Figure 1. Placement density heat map (run 1).
Scale bar: 20 um. 12 x 12 tiles, from white (low) to dark blue (high), 0 to 100% covered.
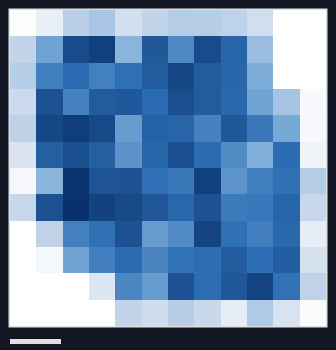
Figure 2. Cell placement (run 1).
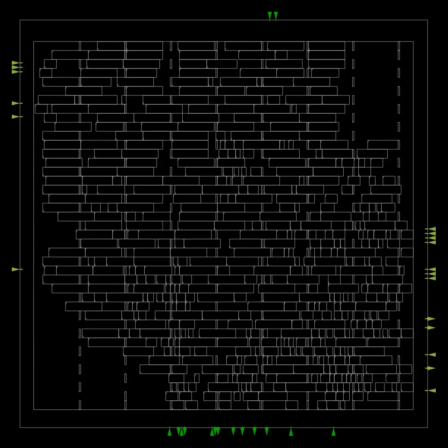
Figure 3. Port wiring (run 1).
Scale bar: 20 um.
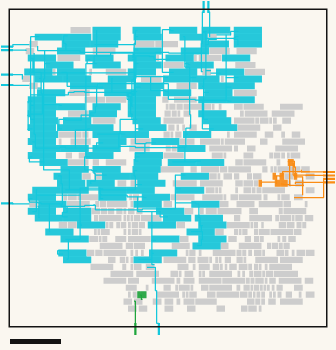
==> config.mk <==
export PLATFORM = sky130hd
export DESIGN_NAME = uart_tx_param
export DESIGN_NICKNAME = d
export VERILOG_FILES = /design/src/rtl/uart_pkg.sv /design/src/rtl/uart_tx_fifo.sv /design/src/rtl/uart_tx_param.sv
export SDC_FILE = /design/constraint.sdc
export NUM_CORES = 1
export LEC_CHECK = 0
export CORE_MARGIN = 4
export CORE_UTILIZATION = 54
export DETAILED_ROUTE_END_ITERATION = 10
export HOLD_SLACK_MARGIN = 0.06
export PLACE_DENSITY = 0.75
export RECOVER_POWER = 50
export SYNTH_ARGS = -nofsm -noshare
export SYNTH_HDL_FRONTEND = slang
export SYNTH_SLANG_ARGS = --single-unit
export TNS_END_PERCENT = 5
==> constraint.sdc <==
create_clock -name clk -period 2.95 [get_ports clk]
set_input_delay 0.295 -clock clk [delete_from_list [all_inputs] [get_ports clk]]
set_output_delay 0.295 -clock clk [all_outputs]
set_load 0.02 [all_outputs]
==> Changelog: implementation, run 1 <==
### Changed

* Clk root buf: clkbuf_16
* Syn Nets at about 500
* GRT Total Usage at about a fifth
* Switching power share of the total at between 30% and 40%
* Psw at 2810 uW
* TNS Setup at 0 ps
* CP Data Arrival Time at 2980 ps
* Clock power share at 23.9%
* Final hold violations at 0
* Seq. pwr at between 3000 and 4000 uW
* DP Worst Slack at approximately 270 ps
* Layer with the highest usage: met2
* Vias/cell at between 5 and 6
* Cell Area, Placed at approximately 0.0078 sq mm
* Cts bufs inserted at 17
* Worst reg2reg setup slack at about 270 ps
* Die height at 123 um
* Cts repair resizes at 0
* Global-route wire length before repair at between 20000 and 25000 um
* Post-layout nets at 553
* Maximum clock frequency at 373 MHz
* Num Clock Sinks at 166
* Setup violators final at 0
* YS chip area at a little over 0.007 sq mm
* Flops & latches, synth at 166
* Worst hold path type: input port to register
* Worst R2R Path Depth at 16
* Critical path endpoint category: register
* Dpl cells at approximately 670
* Critical path depth at 16
* Int Power at approximately 5700 uW
* Max-Cap Viols at 1
* Gate power share at between 30 and 40%
* Least-Margin Pin Slew at 2060 ps
* Met3 wire len at about 840 um
* Largest stage delay, worst path at around 400 ps
* Worst hold slack at around 420 ps
* Tot Pwr at roughly 8500 uW
* Met1 GRT Util at 27.7%
* Count of library flops with an enable pin at 128
* Ys cells at between 400 and 500
* Tool warnings at 30
* Post-Layout Inst Area at approximately 0.0084 sq mm
* Failing checks: max-capacitance violations, max-slew violations
* DRT Pass-1 Iters at 5
* CP Class: register to register
* Starting DRT DRC Count at between 400 and 500
* Clk power at just over 2000 uW
* PwrDens at just over 1000 mW/mm^2
* Post-Synthesis Cells at between 400 and 500
* Normalized max-slew margin at -37.6%
* Asr flop ratio synth at between 20% and 30%
* CTS HTree Levels at 4
* # diodes at 0
* Clk_skew at 8.04 ps
* Synth-to-Final Area Change at 16.2%
* Fin crit period at ~2700 ps
* Global Route met3 Usage at roughly 5%
* Overflow after GRT at 0
* Final Cycle Share at between 90% and 100%
* Clk_lat worst skew at about 430 ps
* ANT nets after route at 0
* Outcome: finished, violations left
* Synthesized cell area at just over 0.007 sq mm
* Layout cells sized above 1 at 16.6%
* Via count at 4092
* Clock buffer depth at 2
* Synth Area per Inst at roughly 16 sq um
* Cell taking the most area after synthesis: edfxtp_1
* Peak VDD IR at 522 uV
* Top area contributor share at between 50% and 60%
* YS warnings at 0
* Routed len/inst at roughly 20 um
* Chip area at 0.0152 sq mm
* Crit-path max FO at 3
* Top area cell types: edfxtp_1 53%, dfrtp_1 13%, mux4_2 8.8%
* Number of global-route vias before repair at between 4k and 5k
* Fin. max-slew vios at 39
About Figure 1:
densest ninth of the die = centre
nearly empty tiles = 11%
emptiest ninth of the die = lower left
tiles over 75% full = 38%
core area: 0.0128 sq mm
Core Util, Final: 65.2%
FP Core Util: 56.2%

About Figure 2:
Tap Cells: 172
Layout Cells excl Fill: 702
Rows: 41
Seq area share: 57.4%

About Figure 3:
`wr_en` -> green  # direction input, end cells 2, buffers 1, wire 12.4 um
`wr_data` -> cyan  # direction input, end cells 128, buffers 8, wire 1570 um
`data_len` -> orange  # direction input, end cells 7, buffers 4, wire 126 um
Top Ports: 33
Port Buf Inserts: 32

run 1: timing repair:
item / 4_1_cts / 5_1_grt
hold buffers: 1 / 0
hold endpoints to repair: 36 / 0
setup buffers: 0 / 0
run 1: kinds of logic (layout without fill, tap and decap cells):
kind of cell,count (synthesis),in the layout,share of synthesized area (%)
XOR/XNOR,24,24,3.11
buffers and inverters,45,113,3.20
flip-flops,166,166,66.6
multiplexers,59,59,13.3
AND-OR/OR-AND,61,61,5.39
adder cells (fa/ha/maj),14,14,2.54
AND/OR/NAND/NOR,93,93,5.82
run 1: final cells by class:
type / instances / area (sq um)
clock buffers: 20 / 437
clock inverters: 12 / 103
fillers: 916 / 4460
inverters: 22 / 82.6
multi-input cells: 251 / 2190
flip-flops and latches: 166 / 4800
well taps: 172 / 215
repair buffers: 59 / 537
run 1: layout by cell type (no fill, tap or decap), drive strengths merged, types with 2 or more instances in the layout:
cell type,n
a21o,2
mux2,3
nor3b,2
o31ai,3
ha,13
nor2,32
mux2i,27
clkdlybuf4s50,22
dfstp,2
a221oi,2
mux4,29
clkbuf,23
buf,24
nand3,6
o22ai,3
xnor2,20
clkinv,8
nor2b,4
o22a,2
dfrtp,36
o21ai,18
inv,24
a22oi,8
nand4,3
nor3,6
edfxtp,128
a21oi,15
nand2b,4
xor2,3
nand2,30
dlygate4sd3,10
run 1: synth_stat cells, drive strengths merged (2+ instances only):
cell type,count
edfxtp,128
dfrtp,36
nor2,32
nand2,30
mux4,29
mux2i,27
inv,21
xnor2,20
o21ai,18
a21oi,15
ha,13
buf,12
clkbuf,11
a22oi,8
nand3,6
nor3,6
nand2b,4
nor2b,4
mux2,3
nand4,3
o22ai,3
o31ai,3
xor2,3
a21o,2
a221oi,2
dfstp,2
nor3b,2
o22a,2
==> run 2: changes to the inputs <==
--- a/config.mk
+++ b/config.mk
@@ -5,11 +5,12 @@
 export SDC_FILE = /design/constraint.sdc
 export NUM_CORES = 1
 export LEC_CHECK = 0
+export ABC_AREA = 1
 export CORE_MARGIN = 4
-export CORE_UTILIZATION = 54
+export CORE_UTILIZATION = 55
 export DETAILED_ROUTE_END_ITERATION = 10
 export HOLD_SLACK_MARGIN = 0.06
-export PLACE_DENSITY = 0.75
+export PLACE_DENSITY = 0.76
 export RECOVER_POWER = 50
 export SYNTH_ARGS = -nofsm -noshare
 export SYNTH_HDL_FRONTEND = slang
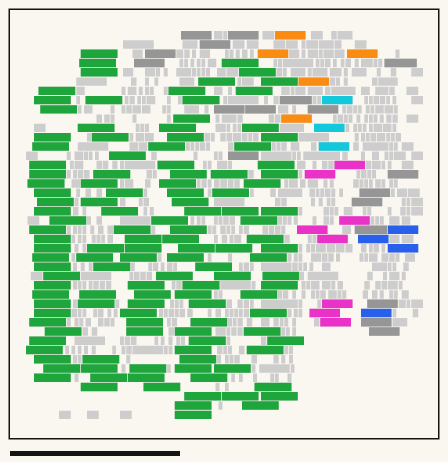
Figure 4: run 2, sequential cells grouped by signal name.
Scale bar: 50 um.
`sh_q` -> magenta  # sequential cells 8, where middle right
`u_fifo.mem_q` -> green  # sequential cells 128
`state_q` -> cyan  # sequential cells 3
`cnt_q` -> blue  # sequential cells 4, where middle right
`u_fifo.level` -> orange  # sequential cells 5
not coloured = 18
Seq. pwr: 3200 uW
FF/Latch Area: 0.00480 sq mm
Core Util, Final: 65.0%
Seq area share: 55.1%

==> Changelog: implementation, run 2 <==
### Changed

* Max-Cap Viols at 0
* Vias/cell at around 5.4
* Most common logic cell in the routed design: nand2_1
* Worst hold slack at ~440 ps
* PwrDens at 1040 mW/mm^2
* Post-synthesis cell type with the largest instance count: nand2_1
* Chip area at approximately 0.016 sq mm
* Top area contributor share at 50.4%
* Core area at around 0.013 sq mm
* Worst hold path type: input port to register
* Count of library flops with an enable pin at between 100 and 150
* Routed len/inst at 16.4 um
* Clk_skew at 3.35 ps
* Global-route wire length before repair at between 20000 and 30000 um
* Synth-to-Final Area Change at 14.2%
* Cts repair resizes at 0
* Fin crit period at about 2600 ps
* Die height at about 130 um
* FP Core Util at a little under three fifths
* Worst R2R Path Depth at 14
* Post-CTS Setup Inserts at 0
* Rows at 42
* Final Cycle Share at roughly nine tenths
* Clk_lat worst skew at ~430 ps
* GRT Total Usage at 21.3%
* Final hold violations at 0
* Fill cells at around 1k
* ANT nets after route at 0
* Normalized max-slew margin at between 40% and 50%
* Starting DRT DRC Count at roughly 420
* Top cells excl fill/tap: 210 x nand2_1, 128 x edfxtp_1, 93 x nand3_1
* Outcome: complete, no violations
* Post-layout nets at between 800 and 900
* Via count at 5301
* Tot Pwr at around 9000 uW
* CP Class: register to register
* Maximum clock frequency at 379 MHz
* Synthesized cell area at between 0.007 and 0.008 sq mm
* YS chip area at roughly 0.0076 sq mm
* Worst reg2reg setup slack at approximately 310 ps
* Global Route met3 Usage at between 4 and 5%
* Setup violators final at 0
* Layer with the highest usage: met2
* Critical path depth at 14
* Num Clock Sinks at about 170
* Critical path endpoint category: register
* Peak VDD IR at roughly 430 uV
* CP Data Arrival Time at 2990 ps
* Top Ports at 33
* Flops & latches, synth at roughly 170
* Layout cells sized above 1 at slightly below 8%
* Port Buf Inserts at 32
==> run 2: repair_timing <==
| action | 4_1_cts | 5_1_grt |
|---|---|---|
| setup endpoints to repair | 0 | 0 |
| hold buffers | 1 | 0 |
| hold endpoints to repair | 36 | 0 |
==> run 2: layout make-up <==
cell class | count | area [sq um] | area share (%)
multi-input cells | 476 | 2320 | 26.7
clock buffers | 18 | 429 | 4.93
inverters | 84 | 315 | 3.62
clock inverters | 13 | 133 | 1.52
flip-flops and latches | 166 | 4800 | 55.1
well taps | 176 | 220 | 2.53
repair buffers | 52 | 493 | 5.66
==> run 2: worst register-to-register path, delay by kind of cell, from the launching register on <==
family | cells | cell delay, ps
AOI/OAI and AO/OA | 3 | 480
xor gates and xnor gates | 1 | 160
adders and majority gates | 3 | 810
buffers and inverters | 4 | 260
DFF | 1 | 430
and+or+nand+nor | 3 | 450
==> run 2: through the flow <==
| stage | instance area, sq um | instances | worst slack [ps] |
|---|---|---|---|
| after floorplan | 7630 | 754 | 87.1 |
| after global placement | 8140 | 953 | 520 |
| after detailed placement | 8140 | 953 | 392 |
| after CTS | 8720 | 985 | 380 |
| after global routing | 8710 | 985 | 94.4 |
| final | 8710 | 985 | 310 |
==> run 2: where the power goes <==
part,leakage [uW],switching (uW),internal [uW]
clock network,0.000261,884,1230
logic,0.00173,2470,1310
registers,0.00161,231,2960
total,0.00361,3590,5500
==> run 2: kinds of logic after synthesis <==
group | synth area share [%]
AND-OR/OR-AND | 5.50
XOR/XNOR | 1.95
AND/OR/NAND/NOR | 20.7
flip-flops | 62.9
adder cells (fa/ha/maj) | 2.40
buffers and inverters | 6.59
No activity file was given, so power comes from the tool's default toggle rates.
